**src/rtl/fetch_pkg.sv**
```systemverilog
// Shared definitions for the RV32I fetch stage: FSM encoding, NOP word,
// instruction field positions and the sequential PC increment.
package fetch_pkg;

    typedef enum logic [1:0] {
        IDLE = 2'd0,
        REQ  = 2'd1,
        WAIT = 2'd2,
        HOLD = 2'd3
    } fetch_state_t;

    localparam logic [31:0] NOP = 32'h0000_0013;

    localparam int OPCODE_LSB = 0;
    localparam int OPCODE_MSB = 6;
    localparam int FUN3_LSB   = 12;
    localparam int FUN3_MSB   = 14;
    localparam int FUN7_BIT   = 30;

    localparam int PC_INC = 4;

endpackage

```
**src/rtl/pc_next_sel.sv**
```systemverilog
// Next-PC selection for the fetch stage: redirect beats sequential advance.
// FETCH_MISALIGN_TRAP_EN keeps misaligned targets and flags them; otherwise targets are word-aligned.
module pc_next_sel
    import fetch_pkg::*;
#(
    parameter int XLEN = 32
) (
    input  logic [XLEN-1:0] pc,
    input  logic            redirect,
    input  logic [XLEN-1:0] target,
    input  logic            advance,
    output logic [XLEN-1:0] pc_next,
    output logic            misaligned
);

    logic [XLEN-1:0] target_eff;

`ifdef FETCH_MISALIGN_TRAP_EN
    assign target_eff = target;
    assign misaligned = redirect && (target[1:0] != 2'b00);
`else
    assign target_eff = target & ~XLEN'(3);
    assign misaligned = 1'b0;
`endif

    always_comb begin
        pc_next = pc;
        if (redirect)
            pc_next = target_eff;
        else if (advance)
            pc_next = pc + XLEN'(PC_INC);   // wraps modulo 2^XLEN
    end

endmodule

```
**src/rtl/fetch_unit.sv**
```systemverilog
// RV32I instruction fetch: req/gnt/rvalid memory handshake, redirect handling, decode hand-off.
// Optional misaligned-redirect trap enabled by FETCH_MISALIGN_TRAP_EN (see pc_next_sel).
module fetch_unit
    import fetch_pkg::*;
#(
    parameter logic [31:0] RESET_PC = 32'h0000_0000,
    parameter int          XLEN     = 32
) (
    input  logic            clk,
    input  logic            rst,
    output logic            imem_req,
    output logic [XLEN-1:0] imem_addr,
    input  logic            imem_gnt,
    input  logic            imem_rvalid,
    input  logic [31:0]     imem_rdata,
    input  logic            redirect_valid,
    input  logic [XLEN-1:0] redirect_target,
    input  logic            dec_ready,
    output logic            instr_valid,
    output logic [31:0]     instr,
    output logic [XLEN-1:0] pc_out,
    output logic [6:0]      opcode,
    output logic [2:0]      fun3,
    output logic            fun7,
    output logic            fetch_misalign
);

    fetch_state_t    state, state_next;
    logic [XLEN-1:0] pc, pc_next, pc_out_next;
    logic [31:0]     instr_next;
    logic            kill, kill_next, valid_next, misalign_next;
    logic            redir, advance, misaligned;

    // Redirects are ignored during the post-reset IDLE cycle.
    assign redir   = redirect_valid && (state != IDLE);
    assign advance = (state == HOLD) && dec_ready && !redir;

    pc_next_sel #(.XLEN(XLEN)) u_pc_next_sel (
        .pc         (pc),
        .redirect   (redir),
        .target     (redirect_target),
        .advance    (advance),
        .pc_next    (pc_next),
        .misaligned (misaligned)
    );

    always_ff @(posedge clk or negedge rst) begin
        if (!rst)
            state <= IDLE;
        else
            state <= state_next;
    end

    always_comb begin
        state_next    = state;
        kill_next     = kill;
        instr_next    = instr;
        pc_out_next   = pc_out;
        valid_next    = instr_valid;
        misalign_next = fetch_misalign;
        imem_req      = 1'b0;
        case (state)
            IDLE: state_next = REQ;
            REQ: begin
                imem_req = 1'b1;
                // A grant alongside a redirect is for the old PC and must be dropped.
                if (imem_gnt) begin
                    state_next = WAIT;
                    kill_next  = redir;
                end
            end
            WAIT: begin
                if (imem_rvalid) begin
                    kill_next = 1'b0;
                    if (redir || kill) begin
                        state_next = REQ;
                    end else begin
                        instr_next  = imem_rdata;
                        pc_out_next = pc;
                        valid_next  = 1'b1;
                        state_next  = HOLD;
                    end
                end else if (redir) begin
                    kill_next = 1'b1;
                end
            end
            HOLD: begin
                if (imem_rvalid)
                    kill_next = 1'b0;
                if (redir || dec_ready) begin
                    valid_next    = 1'b0;
                    instr_next    = NOP;
                    misalign_next = 1'b0;
                    state_next    = REQ;
                end
            end
            default: state_next = IDLE;
        endcase
        // Misaligned target: present a trap bubble instead of fetching.
        if (redir && misaligned) begin
            state_next    = HOLD;
            valid_next    = 1'b1;
            misalign_next = 1'b1;
            instr_next    = NOP;
            pc_out_next   = pc_next;
            if (state == REQ)
                kill_next = imem_gnt;
            else if (state == WAIT)
                kill_next = !imem_rvalid;
        end
    end

    always_ff @(posedge clk or negedge rst) begin
        if (!rst) begin
            pc             <= XLEN'(RESET_PC);
            pc_out         <= XLEN'(RESET_PC);
            instr          <= NOP;
            instr_valid    <= 1'b0;
            kill           <= 1'b0;
            fetch_misalign <= 1'b0;
        end else begin
            pc             <= pc_next;
            pc_out         <= pc_out_next;
            instr          <= instr_next;
            instr_valid    <= valid_next;
            kill           <= kill_next;
            fetch_misalign <= misalign_next;
        end
    end

    assign imem_addr = {pc[XLEN-1:2], 2'b00};
    assign opcode    = instr[OPCODE_MSB:OPCODE_LSB];
    assign fun3      = instr[FUN3_MSB:FUN3_LSB];
    assign fun7      = instr[FUN7_BIT];

endmodule
```
**config.mk**
```make
export PLATFORM = sky130hd
export DESIGN_NAME = fetch_unit
export DESIGN_NICKNAME = d
export VERILOG_FILES = /design/src/rtl/fetch_pkg.sv /design/src/rtl/pc_next_sel.sv /design/src/rtl/fetch_unit.sv
export SDC_FILE = /design/constraint.sdc
export NUM_CORES = 1
export LEC_CHECK = 0
export ABC_AREA = 1
export CORE_MARGIN = 2
export CORE_UTILIZATION = 46
export DETAILED_ROUTE_END_ITERATION = 10
export PLACE_DENSITY = 0.81
export SYNTH_ARGS = -nofsm -noshare
export SYNTH_HDL_FRONTEND = slang
export SYNTH_SLANG_ARGS = --single-unit
```
**constraint.sdc**
```tcl
create_clock -name clk -period 2.28 [get_ports clk]
set_input_delay 0.684 -clock clk [delete_from_list [all_inputs] [get_ports clk]]
set_output_delay 0.684 -clock clk [all_outputs]
set_load 0.02 [all_outputs]
```
### Logic cells by family

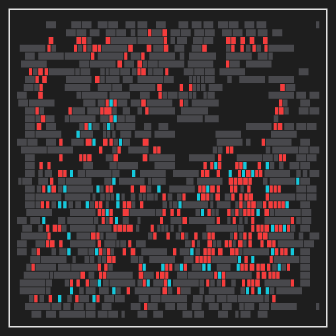
legend:
  cyan:
    family: inv cells
    cells: 64
    most_used: inv_1
  red:
    family: nand cells
    cells: 288
    most_used: nand2_1
    where: widely spread
fraction of area in multi-input gates: 31.30%
Commonest Layout Cell: nand2_1

### Where the registers sit

Other sequential cells in the stronger gray, the rest of the logic in the fainter gray.
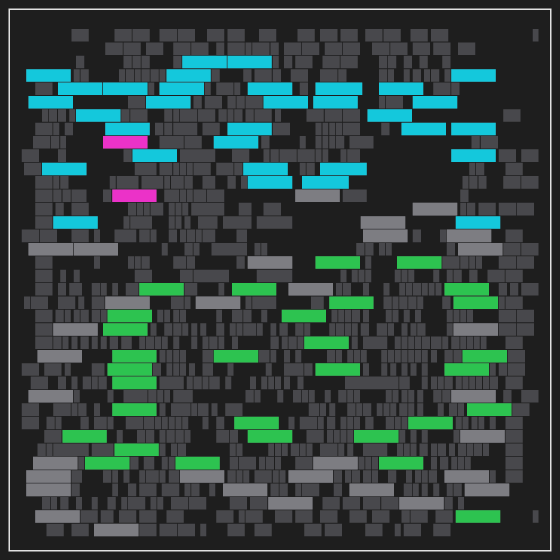
legend:
  magenta:
    name_in_the_netlist: state
    flops: 2
  cyan:
    name_in_the_netlist: instr
    flops: 32
    where: a band across the top
  green:
    name_in_the_netlist: pc
    flops: 30
not colored: 32
P_seq: 3.26 mW
sequential cell area share: 33.67%

### Met1 routing

Supply wires on this layer in gray.
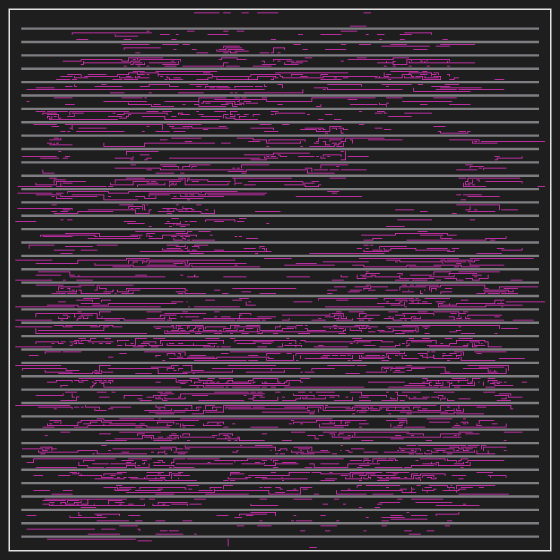
wire length on this layer: 6270 µm
longest straight run: 48.3 µm
via count: 5156
global routing met1 resource utilization: 32.89%
routed wire length: 15.04 mm

### Clock wiring as the flow saved it

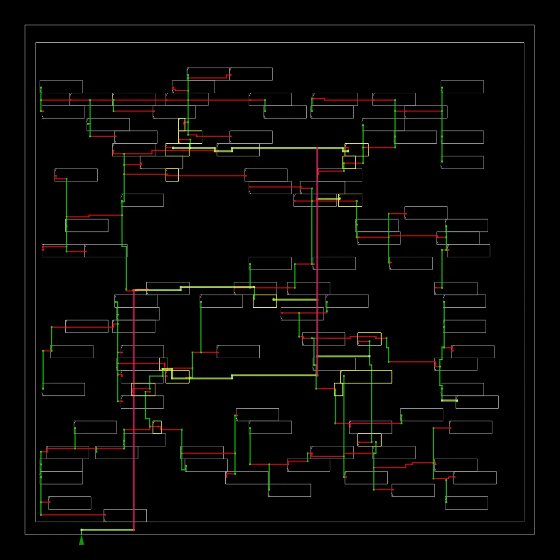
clock-net power: 1.10 mW
clkbuf count: 10

### PDN straps and rails

Pins as bars on the die edge.
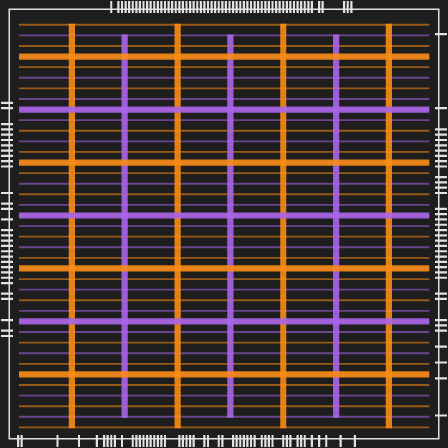
legend:
  purple:
    net: VDD
  orange:
    net: VSS
rows: 38
signal pins: 180
Die X: 109.9 µm
die height: 109.9 µm
Worst VDD drop: 0.7292 mV

==> results.json <==
{
  "synthesis.area_mm2": 0.005156,
  "clock_path_buffers": 2,
  "track_usage_pct": 25.38,
  "power_leakage_nw": 3.356,
  "grt_pass1_vias": 5076,
  "post-route-min-period_ps": 2217,
  "port_buffers": 172,
  "cts.clk_slew.worst_paths_ps": 90,
  "syn_to_final_growth_pct": 38.61,
  "cp_num_buf_inv": 1,
  "ys_types": 32,
  "antenna_found_initial": 0,
  "avgRoutedWirePerCell_um": 15.21,
  "clk_latency_ps": 370,
  "powerDensity_mw_per_mm2": 1449,
  "fin_crit_sh_pct": 97.22,
  "postSynthSeqShare_pct": 46.66,
  "finalPower_mw": 10.36,
  "setup_viol": 0,
  "endpoint_kind": "output port",
  "hold_class": "input pin to asynchronous set/reset pin",
  "cts_buffers": 9,
  "grt_first_pass_wirelength_mm": 23.85,
  "root_buffer": "clkbuf_8",
  "drc_errors": 0,
  "io_pins": 180,
  "rsz0062_at_grt": "no",
  "critPathKind": "register to output port",
  "layout.nets": 920,
  "fmax_mhz": 451.1,
  "grt_max_degree": 58,
  "arrival_ps": 1530,
  "via_per_inst": 5.213,
  "required_ps": 1600,
  "dieArea_mm2": 0.01207,
  "dr.pass1.iters": 5,
  "flop_cell": "dfrtp_1",
  "ys_ff": 96,
  "edf_count": 0,
  "outcome": "completed",
  "final_cell_mix": "nand2_1 (211), clkdlybuf4s50_1 (170), dfrtp_1 (93), nand3_1 (71), o21ai_0 (66)"
}
## per-layer routing
| layer | routed length [µm] | track usage [%] | up-vias |
|---|---|---|---|
| li1 | - | - | 2493 |
| met1 | 6271 | 32.89 | 2438 |
| met2 | 7488 | 42.42 | 196 |
| met3 | 969 | 5.335 | 29 |
| met4 | 308 | 8.137 | 0 |
| met5 | 0 | 0 | - |
## registers in the layout, indices dropped and copies added (netlist names)
signal / cells
instr: 32
pc: 30
state: 2
kill: 1
pc_out: 30
instr_valid: 1
## per-stage QoR
| step | hold slack (ps) | cell area, µm² |
|---|---|---|
| after floorplan | 388.4 | 5171 |
| after global routing | 280.2 | 7147 |
| after CTS | 275.3 | 7147 |
| final | 261.4 | 7147 |
| after global placement | 463.7 | 6960 |
| after detailed placement | 471.1 | 6960 |
## layout make-up
type / count / area [µm²]
Sequential cell: 96 / 2406
Clock buffer: 10 / 127.6
Tap cell: 140 / 175.2
Timing Repair Buffer: 188 / 1901
Inverter: 64 / 240.2
Fill cell: 933 / 3741
Clock inverter: 6 / 60.06
Multi-Input combinational cell: 485 / 2237
## worst paths after layout
check / startpoint / end / slack (ps) / cells after the start
min in group clk: pc_out[14] / pc_out[14] / 490 / 2
hold reg to reg: pc_out[14] / pc_out[14] / 490 / 2
setup / recovery: pc[13] / imem_addr[13] / 60 / 1
max in group asynchronous: rst / instr[4] / 1380 / 2
hold / removal: rst / pc_out[3] / 260 / 1
setup reg to reg: state[0] / instr[4] / 360 / 10
## timing repair
action                     CTS  global route
setup endpoints to repair    1             0
resized                      1             0
hold buffers                 0             0
## worst register-to-register path, delay by kind of cell (launching register included)
family          cells  cell delay [ps]
compound gates      1              110
buf+inv             2              160
flops               1              420
simple gates        6              950
fa+ha+maj           1              200
## cell families (layout without fill, tap and decap cells)
logic type                 after synthesis  count (layout)  share of synthesized area (%)
other                                    1               5                        0.07273
DFF                                     96              96                          46.66
and+or+nand+nor                        361             361                          29.73
AOI/OAI and AO/OA                      113             113                          11.79
buffers and inverters                  110             268                          10.29
adders and majority gates                6               6                          1.456
## cell usage after synthesis (4+ instances only)
| master | instances | area [µm²] |
|---|---|---|
| nand2_1 | 212 | 795.8 |
| clkbuf_1 | 8 | 30.03 |
| ha_1 | 6 | 75.07 |
| inv_1 | 61 | 229.0 |
| a21oi_1 | 4 | 20.02 |
| buf_4 | 23 | 172.7 |
| o21ai_0 | 66 | 330.3 |
| buf_1 | 5 | 18.77 |
| o21ai_1 | 28 | 140.1 |
| nand3_1 | 71 | 355.3 |
| nor2_1 | 60 | 225.2 |
| o211ai_1 | 5 | 37.54 |
| dfrtp_1 | 93 | 2327 |
| nor2_4 | 4 | 45.04 |
| buf_2 | 7 | 35.03 |
## report_power, final
| part | total [mW] | internal, mW | switching [mW] |
|---|---|---|---|
| logic | 6.00 | 2.52 | 3.47 |
| clock network | 1.10 | 0.502 | 0.603 |
| registers | 3.26 | 2.54 | 0.717 |
| total | 10.4 | 5.57 | 4.79 |
Power and IR drop assume default switching activity.
